### config.mk
export PLATFORM = sky130hd
export DESIGN_NAME = alu_result_stage
export DESIGN_NICKNAME = d
export VERILOG_FILES = /design/src/rtl/alu_result_stage.sv
export SDC_FILE = /design/constraint.sdc
export NUM_CORES = 1
export LEC_CHECK = 0
export CAP_MARGIN = 5
export CORE_UTILIZATION = 50
export DETAILED_ROUTE_END_ITERATION = 10
export GPL_ROUTABILITY_DRIVEN = 0
export HOLD_SLACK_MARGIN = 0.08
export PLACE_DENSITY = 0.81
export SKIP_CTS_REPAIR_TIMING = 1
export SLEW_MARGIN = 20
export SYNTH_ARGS = -nofsm -noshare
export SYNTH_HDL_FRONTEND = slang
export SYNTH_SLANG_ARGS = --single-unit
### constraint.sdc
create_clock -name clk -period 6.4 [get_ports clk]
set_clock_uncertainty 0.2 [all_clocks]
set_input_delay 1.28 -clock clk [delete_from_list [all_inputs] [get_ports clk]]
set_output_delay 1.28 -clock clk [all_outputs]
set_load 0.03 [all_outputs]
### src/rtl/alu_result_stage.sv
// ALU result stage: small FIFO that tags each selected ALU result with its op select,
// derives status flags at push time, and keeps pop statistics for the consumer side.
module alu_result_stage #(
  parameter int unsigned WIDTH = 16,
  parameter int unsigned DEPTH = 2
) (
  input  logic             clk,
  input  logic             reset_n,
  input  logic             E,
  input  logic [2:0]       S,
  input  logic [WIDTH-1:0] X,
  input  logic             CI,
  input  logic             VI,
  input  logic             IN_VALID,
  output logic             IN_READY,
  input  logic             OUT_READY,
  output logic             OUT_VALID,
  output logic [WIDTH-1:0] Q,
  output logic [2:0]       OP,
  output logic             FZ,
  output logic             FN,
  output logic             FC,
  output logic             FV,
  input  logic             CLR,
  output logic             OVF_STICKY,
  output logic [7:0]       POP_CNT
);

  localparam int unsigned PTR_W = (DEPTH > 2) ? 2 : 1;
  localparam int unsigned CNT_W = PTR_W + 1;
  // Entry layout: {op[2:0], fz, fn, fc, fv, x[WIDTH-1:0]}
  localparam int unsigned ENT_W = WIDTH + 7;

  logic [ENT_W-1:0] mem [DEPTH];
  logic [ENT_W-1:0] head, head_next, in_entry;
  logic [PTR_W-1:0] wr_ptr, rd_ptr, wr_next, rd_next, rd_inc;
  logic [CNT_W-1:0] cnt, cnt_next;
  logic             push, pop;

  function automatic logic [PTR_W-1:0] ptr_inc(input logic [PTR_W-1:0] p);
    return (p == PTR_W'(DEPTH - 1)) ? '0 : p + PTR_W'(1);
  endfunction

  assign in_entry = {S, (X == '0), X[WIDTH-1], CI, VI, X};
  assign push     = IN_VALID & E & IN_READY;
  assign pop      = OUT_VALID & OUT_READY;
  assign rd_inc   = ptr_inc(rd_ptr);

  // Next occupancy/pointers and the entry that will sit at the head after this edge
  always_comb begin
    cnt_next  = cnt;
    wr_next   = wr_ptr;
    rd_next   = rd_ptr;
    head_next = head;
    if (push) wr_next = ptr_inc(wr_ptr);
    if (pop)  rd_next = rd_inc;
    case ({push, pop})
      2'b10:   cnt_next = cnt + CNT_W'(1);
      2'b01:   cnt_next = cnt - CNT_W'(1);
      default: cnt_next = cnt;
    endcase
    if (cnt_next == '0) begin
      head_next = '0;
    end else if (pop) begin
      // With one entry left, a surviving head can only be the one pushed this edge
      head_next = (cnt == CNT_W'(1)) ? in_entry : mem[rd_inc];
    end else if (cnt == '0) begin
      head_next = in_entry;
    end
  end

  always_ff @(posedge clk) begin
    if (push) mem[wr_ptr] <= in_entry;
  end

  always_ff @(posedge clk or negedge reset_n) begin
    if (!reset_n) begin
      cnt        <= '0;
      wr_ptr     <= '0;
      rd_ptr     <= '0;
      head       <= '0;
      OUT_VALID  <= 1'b0;
      IN_READY   <= 1'b1;
      POP_CNT    <= '0;
      OVF_STICKY <= 1'b0;
    end else begin
      cnt       <= cnt_next;
      wr_ptr    <= wr_next;
      rd_ptr    <= rd_next;
      head      <= head_next;
      OUT_VALID <= (cnt_next != '0);
      IN_READY  <= (cnt_next < CNT_W'(DEPTH));
      // Clear wins over a same-edge pop update
      if (CLR) begin
        POP_CNT    <= '0;
        OVF_STICKY <= 1'b0;
      end else if (pop) begin
        POP_CNT <= POP_CNT + 8'd1;
        if (FV) OVF_STICKY <= 1'b1;
      end
    end
  end

  assign Q  = head[WIDTH-1:0];
  assign FV = head[WIDTH];
  assign FC = head[WIDTH+1];
  assign FN = head[WIDTH+2];
  assign FZ = head[WIDTH+3];
  assign OP = head[WIDTH+6:WIDTH+4];

endmodule

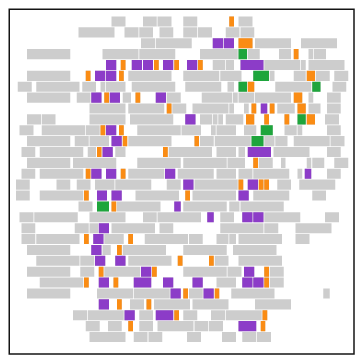
Run 1: gate families picked out
(4 px per um)
- nand cells: orange (cells 56; most used nand2_1)
- aoi and oai cells: purple (cells 51; most used o211ai_1)
- and/or cells: green (cells 8; most used and3_1)

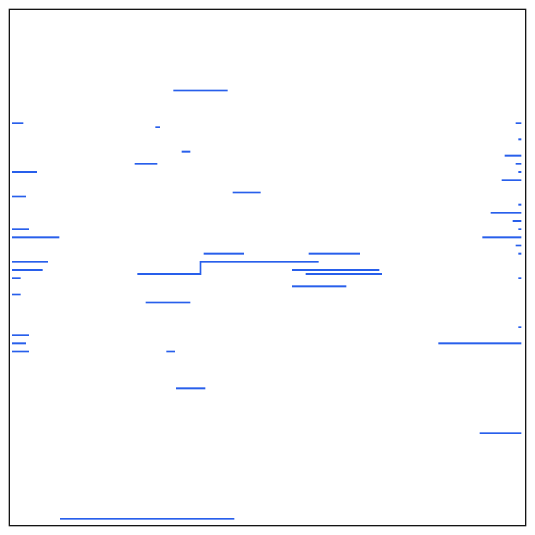
Run 1: met3 routing
(6 px per um)
- main direction: horizontal
- share of all routed wire: 3.2%
- longest straight run: 28.7 um

==> impl.org, run 1 <==
* Flow results

** Layout
- Sequential fraction of total cell area :: 51.4%
- Number of non-clock inverters in the layout :: 2
- Number of nets in the finished design :: 358
- Between the synthesized netlist and the finished layout, the area growth was recorded as 24.4%.
- Counting the clock-network buffers in the layout gives 12.
- Clock network contribution to total cell area :: 4.61%
- Number of antenna repair diodes :: 0
- Share of the final layout cell area in multi-input gates :: 26.6%

** Final timing
- Final setup margin :: between 3 and 4 ns
- Slew @ Worst Pin :: 0.851 ns
- Hold timing on the final database bottoms out at a slack of 0.325 ns.
- The highest clock rate this design can be run at is 0.317 GHz.
- Final count of negative-setup-slack endpoints :: 0
- Setup repair after global routing left no endpoint under its margin.

** Drt
- TritonRoute reported its final design rule violation total as 0.
- Number of nets still failing antenna checks after routing :: 0
- Average via count per standard cell :: 5.38

** Pwr
- Clock network fraction of design power :: a little under a fifth
- Leakage power :: roughly 1.6 nW
- Net switching power :: 0.743 mW

** Worst setup path
- STA classifies the critical path startpoint as a primary input.
- For reference, the critical path cell chain is clkdlybuf4s50_1, and2_4, or3_4, a21oi_4, a211oi_1.
- Capture point of the worst reg-to-reg path :: head[2]
- Path length in cells of the critical path :: 5
- Per STA, the worst path accumulates the most delay in the family AND-OR/OR-AND gates.
- Capture point of the critical path :: head[2]
- Combined buffer and inverter count along the critical path :: 1

** Logic synthesis
- Per the synthesis report, the AND-OR/OR-AND share of the synthesized area is 11.5%.
- The synthesized netlist devotes ~2.5% of its cell area to XOR and XNOR gates.
- The synthesized netlist devotes 1.07% of its cell area to adder and majority cells.
- At floorplan, the net count of the design was reported as 302.
- By area the synthesized netlist is led by edfxtp_1, dfrtp_1, mux2i_1, nand2_1, o211ai_1.

** Clock network
- H-Tree Level Count :: 3

** Worst hold path
- Startpoint of the most critical hold path :: OVF_STICKY
- The type recorded for the worst min-delay path is reg2reg.

** GRT
- The via count of the first global-routing pass came to around 2400.

** Job
- OpenROAD warning count :: 27

** Run status
- Status :: complete, no violations

** Die
- Core Area :: 0.00679 mm^2
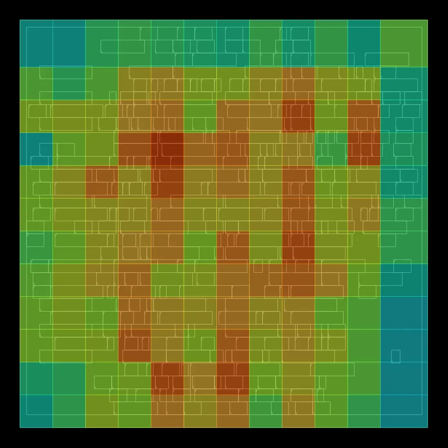
Run 1: congestion heat map
routing usage on met1: 27.4%
global-route usage over all layers: 21.0%
WL per Instance: 15.9 um
met3 layer usage reported by global route: 3.18%
busiest layer in global routing: met2

==> run 2: changes to the inputs <==
==> constraint.sdc (replaced) <==
create_clock -name clk -period 3.05 [get_ports clk]
set_clock_uncertainty 0.2 [all_clocks]
set_input_delay 0.61 -clock clk [delete_from_list [all_inputs] [get_ports clk]]
set_output_delay 0.61 -clock clk [all_outputs]
set_load 0.03 [all_outputs]
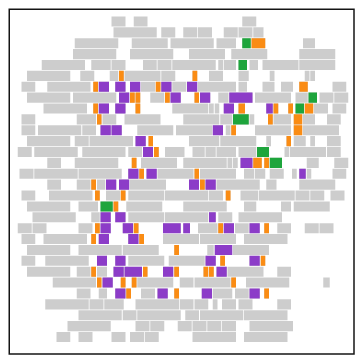
Run 2: gate families picked out
(4 px per um)
- nand cells: orange (cells 56; most used nand2_1)
- aoi and oai cells: purple (cells 51; most used o211ai_1)
- and/or cells: green (cells 8; most used and3_1)

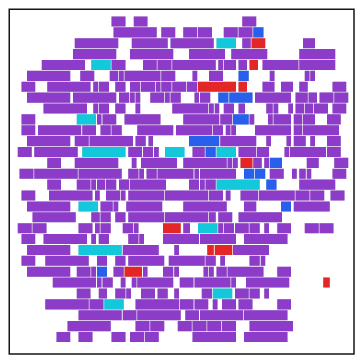
Run 2: drive-strength map
(4 px per um)
- x6 and larger: cyan (cells 12; share 3.6%)
- x3 and x4: blue (cells 13; share 3.9%)
- x1 and smaller: purple (cells 302; share 90%)
- x2: red (cells 10; share 3.0%)

==> run 2 against run 1 <==
Worst setup slack worse by 2.6 ns. First-iteration DRC count is 15% lower. Combinational power is 110% higher. Synthesized cell count stayed put. Critical path depth is 4 lower. Total power is 120% higher.
==> impl.org, run 2 <==
* Flow results

** GRT
- The global-route total usage across every layer came to 20.7% (-0.24 points).
- Busiest layer in global routing :: met2

** Clock network
- H-Tree Level Count :: 3 (unchanged)

** Worst setup path
- Capture point of the worst reg-to-reg path :: head[3]
- Capture point of the critical path :: IN_READY
- The path length in cells of the critical path was 1 (-4).
- Among cell families on the critical path, the largest total delay comes from buffers and inverters.
- Cells traversed along the worst timing path :: clkdlybuf4s50_1
- The worst setup path is launched from a register.

** Logic synthesis
- The post-synthesis share of cell area spent on full adders, half adders and majority gates was 1.07% (unchanged).
- The net count entering floorplan came to 302 (unchanged).
- XORs/XNORs by Area :: 2.49% (unchanged)
- In the post-synthesis netlist, the biggest area contributors are edfxtp_1, dfrtp_1, mux2i_1, nand2_1, o211ai_1.

** Final timing
- Highest clock frequency the design can meet :: 0.419 GHz
- The minimum setup slack in the final design was 0.662 ns (-2.58 ns).

** Die
- Core Area :: 0.00679 mm^2 (unchanged)

** Drt
- The wire length per cell is 15.9 um (+0.15%).
- The number of vias per cell after detailed routing was 5.35 (-0.67%).
- The remaining design rule violation count is 0 (unchanged).

** Layout
- The proportion of cell area occupied by registers was 50.9% (-0.50 points).
- The count of antenna diodes in the layout came to 0 (unchanged).
- Compared with the post-synthesis result, the final layout area differs by 25.6%.
- The clock buffer count came to 10 (-2).
- The clock tree cell share of total cell area came to 5.30% (+0.69 points).
- The fraction of area in multi-input gates came to 26.0% (-0.54 points).

** Pwr
- The net load switching power is 1.56 mW (+110%).

** Run status
- Status :: complete, no violations
Power is estimated from default activity; no workload was simulated.
